### Cell sizes after repair, run 1

Scale bar: 10 µm.
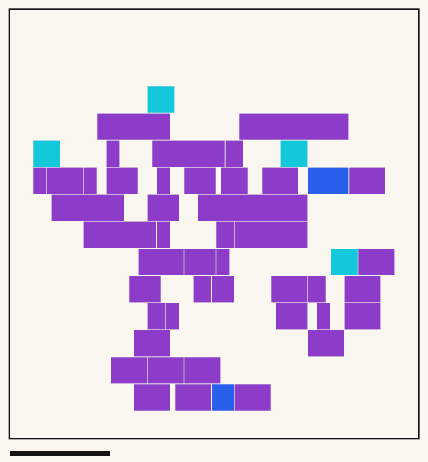
### Clock nets, run 1

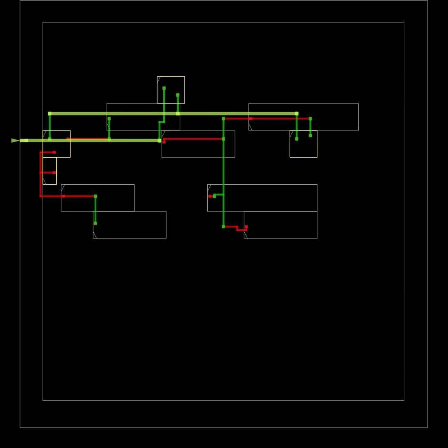
### Clock network drawn from the DEF, run 1

Scale bar: 10 µm.
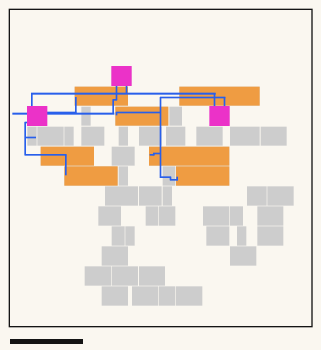
===== config.mk =====
export PLATFORM = sky130hd
export DESIGN_NAME = mk_fifo
export DESIGN_NICKNAME = d
export VERILOG_FILES = /design/src/rtl/mk_fifo.sv
export SDC_FILE = /design/constraint.sdc
export NUM_CORES = 1
export LEC_CHECK = 0
export CAP_MARGIN = 0
export CORE_AREA = 2 2 39 41
export CTS_CLUSTER_SIZE = 8
export DETAILED_ROUTE_END_ITERATION = 8
export DIE_AREA = 0 0 41 43
export GPL_ROUTABILITY_DRIVEN = 0
export GPL_TIMING_DRIVEN = 0
export SETUP_SLACK_MARGIN = 0.1
export SLEW_MARGIN = 10
export SYNTH_ARGS = -nofsm -noshare
export SYNTH_HDL_FRONTEND = slang
export SYNTH_SLANG_ARGS = --single-unit
export TNS_END_PERCENT = 20

===== constraint.sdc =====
create_clock -name CLK -period 2.85 [get_ports CLK]
set_clock_uncertainty 0.15 [all_clocks]
set_input_delay 0.4275 -clock CLK [delete_from_list [all_inputs] [get_ports CLK]]
set_output_delay 0.4275 -clock CLK [all_outputs]
set_load 0.02 [all_outputs]

===== src/rtl/mk_fifo.sv =====
// rtl/mk_fifo.sv - token-handshake FIFO with registered head/count outputs
// Occupancy count alone decides full/empty; no empty or full bypass paths.
module mk_fifo #(
  parameter int width = 1,
  parameter int depth = 2
) (
  input  logic                         CLK,
  input  logic                         RST,
  input  logic [((width==0)?1:width)-1:0] IN_ENQ,
  input  logic                         IN_ENQ_VALID,
  output logic                         IN_ENQ_CONSUMED,
  input  logic                         IN_EN_ENQ,
  input  logic                         IN_EN_ENQ_VALID,
  output logic                         IN_EN_ENQ_CONSUMED,
  output logic [((width==0)?1:width)-1:0] OUT_FIRST,
  output logic                         OUT_FIRST_VALID,
  input  logic                         OUT_FIRST_CONSUMED,
  input  logic                         IN_EN_DEQ,
  input  logic                         IN_EN_DEQ_VALID,
  output logic                         IN_EN_DEQ_CONSUMED,
  output logic [$clog2(depth+1)-1:0]   OUT_COUNT
);

  localparam int DW = (width == 0) ? 1 : width;
  localparam int CW = $clog2(depth + 1);
  localparam int PW = $clog2(depth);
  localparam logic DATA_IGNORED = (width == 0);
  localparam logic [CW-1:0] DEPTH_C = CW'(depth);
  localparam logic [PW-1:0] PTR_LAST = PW'(depth - 1);

  logic [DW-1:0] mem_q [depth];
  logic [PW-1:0] head_q, head_d;
  logic [PW-1:0] tail_q, tail_d;
  logic [CW-1:0] count_q, count_d;

  logic not_full, not_empty;
  logic enq_in, enq_fire, deq_fire;

  assign not_full  = (count_q < DEPTH_C);
  assign not_empty = (count_q != '0);

  assign enq_in   = (DATA_IGNORED | IN_ENQ_VALID) & IN_EN_ENQ_VALID;
  assign enq_fire = enq_in & IN_EN_ENQ & not_full;
  // Dequeue depends on the downstream consume, but enqueue never does.
  assign deq_fire = IN_EN_DEQ_VALID & IN_EN_DEQ & not_empty &
                    (DATA_IGNORED | OUT_FIRST_CONSUMED);

  assign IN_ENQ_CONSUMED    = enq_in & (~IN_EN_ENQ | not_full);
  assign IN_EN_ENQ_CONSUMED = enq_in & (~IN_EN_ENQ | not_full);
  assign IN_EN_DEQ_CONSUMED = IN_EN_DEQ_VALID & (~IN_EN_DEQ | deq_fire);

  assign OUT_FIRST       = mem_q[head_q];
  assign OUT_FIRST_VALID = not_empty;
  assign OUT_COUNT       = count_q;

  always_comb begin
    head_d  = head_q;
    tail_d  = tail_q;
    count_d = count_q;
    if (enq_fire) begin
      tail_d = (tail_q == PTR_LAST) ? '0 : tail_q + PW'(1);
    end
    if (deq_fire) begin
      head_d = (head_q == PTR_LAST) ? '0 : head_q + PW'(1);
    end
    if (enq_fire && !deq_fire) begin
      count_d = count_q + CW'(1);
    end else if (deq_fire && !enq_fire) begin
      count_d = count_q - CW'(1);
    end
  end

  always_ff @(posedge CLK) begin
    if (RST) begin
      head_q  <= '0;
      tail_q  <= '0;
      count_q <= '0;
    end else begin
      head_q  <= head_d;
      tail_q  <= tail_d;
      count_q <= count_d;
    end
  end

  // Storage is deliberately left uncleared by reset.
  always_ff @(posedge CLK) begin
    if (enq_fire && !RST) begin
      mem_q[tail_q] <= IN_ENQ;
    end
  end

endmodule


==> GITHUB_STEP_SUMMARY, run 1 <==
## PnR job results

| Metric | Value |
|---|---|
| Status | `completed` |
| ANT nets after route | `0` |
| Drt initial violations | `4` |
| Met2 Usage GRT | `11.56%` |
| Stages on the worst setup path | `4` |
| Register share of the cell area | `31.30%` |
| CTS clk-pin slew, worst paths | `0.05 ns` |
| Seq pwr | `0.112 mW` |
| Inverter count | `2` |
| RSZ-0062 raised after global routing | `no` |
| Busiest grt layer | `met2` |
| Critical Path AT | `1.86 ns` |
| Largest family of logic cells by area | `simple AND/OR/NAND/NOR gates` |
| Peak supply drop | `0.2668 mV` |
| DRC | `0` |
| MI comb cells | `21` |
| Utilization after layout | `36.98%` |
| PnR worst setup slack | `0.4081 ns` |
| Vias | `279` |
| Hold depth | `2` |
| Worst path bufs/invs | `2` |
| Leading cell kind | `flip-flops and latches` |
| Num CTS Buffers | `3` |
| Hold-fix buffers, CTS | `0` |
| Total chip power | `0.2548 mW` |
| Starting Density | `22.78%` |
| Grt total ovfl | `0` |
| Critical path endpoint | `IN_EN_DEQ_CONSUMED` |
| Mean post-synth cell area | `10.17 µm²` |
| Final net count | `61` |
| Post-synthesis cell count | `31` |
| Pre-CTS setup slack | `0.3995 ns` |
| Leakage power | `0.2056 nW` |
| Synth top area cells | `dfxtp_1, edfxtp_1, xor2_1` |
| Detailed Routing Iterations Pass 1 | `4` |
| Worst Reg-to-Reg Cells | `5` |
| Row cnt | `14` |
| R2R setup slack | `1.11 ns` |
| CP startpoint kind | `input port` |
| Placed insts | `62` |
Notes on 'Cell sizes after repair' above:
- blue: x2 (cells 2)
- cyan: x3 and x4 (cells 4; most used clkbuf_4)
- purple: x1 and smaller (cells 44; most used clkdlybuf4s50_1)
number of non-clock buffers: 16
Finished Cell Area: 511.7 µm²
P&R area growth vs syn: 62.30%

Notes on 'Clock nets' above:
clkbuf count: 4
Flop Count: 7
clock sink total: 7

Notes on 'Clock network drawn from the DEF' above:
- blue: clock wires (length 105 µm)
- magenta: clock-net drivers (count 3)
- orange: flip-flops (count 7)
- routed clock nets: 4
clock power share: 34.5%
total clock network power: 0.0879 mW
Latency at later pin: 0.25 ns

### PDN straps and rails, run 1

Pins as bars on the die edge. Tap cells in grey.
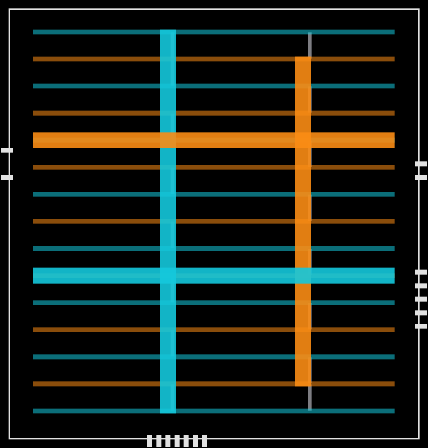

==> run 2, diff against run 1 <==
--- a/config.mk
+++ b/config.mk
@@ -6,10 +6,10 @@
 export NUM_CORES = 1
 export LEC_CHECK = 0
 export CAP_MARGIN = 0
-export CORE_AREA = 2 2 39 41
+export CORE_AREA = 3 3 40 42
 export CTS_CLUSTER_SIZE = 8
 export DETAILED_ROUTE_END_ITERATION = 8
-export DIE_AREA = 0 0 41 43
+export DIE_AREA = 0 0 43 45
 export GPL_ROUTABILITY_DRIVEN = 0
 export GPL_TIMING_DRIVEN = 0
 export SETUP_SLACK_MARGIN = 0.1
### PDN straps and rails, run 2

Pins as bars on the die edge. Tap cells in grey.
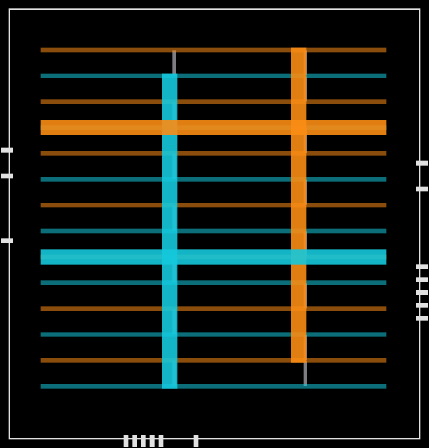
- cyan: VSS
- orange: VDD
- rows: 13
- met1 rails: 14
- met5 straps: 2
- tap cells: 15
- met4 straps: 2
Die Width: 43 µm
core outline area: 0.001285 mm²

==> GITHUB_STEP_SUMMARY, run 2 <==
## PnR job results

| Metric | Value |
|---|---|
| Worst Reg-to-Reg Cells | `5` |
| Seq pwr | `0.112 mW` |
| Drt initial violations | `0` |
| MI comb cells | `21` |
| Finished Cell Area | `510.5 µm²` |
| Latency at later pin | `0.25 ns` |
| CTS clk-pin slew, worst paths | `0.05 ns` |
| Largest family of logic cells by area | `simple AND/OR/NAND/NOR gates` |
| Detailed Routing Iterations Pass 1 | `1` |
| Clkbuf count | `4` |
| Starting Density | `24.54%` |
| Num CTS Buffers | `3` |
| Utilization after layout | `39.73%` |
| Synth top area cells | `dfxtp_1, edfxtp_1, xor2_1` |
| PnR worst setup slack | `0.4254 ns` |
| Worst path bufs/invs | `2` |
| Hold depth | `2` |
| Total chip power | `0.2546 mW` |
| P&R area growth vs syn | `61.91%` |
| Final net count | `61` |
| Placed insts | `61` |
| Grt total ovfl | `0` |
| Pre-CTS setup slack | `0.4212 ns` |
| Flop Count | `7` |
| Vias | `272` |
| Inverter count | `2` |
| RSZ-0062 raised after global routing | `no` |
| Number of non-clock buffers | `16` |
| Status | `completed` |
No activity file was given, so power comes from the tool's default toggle rates.
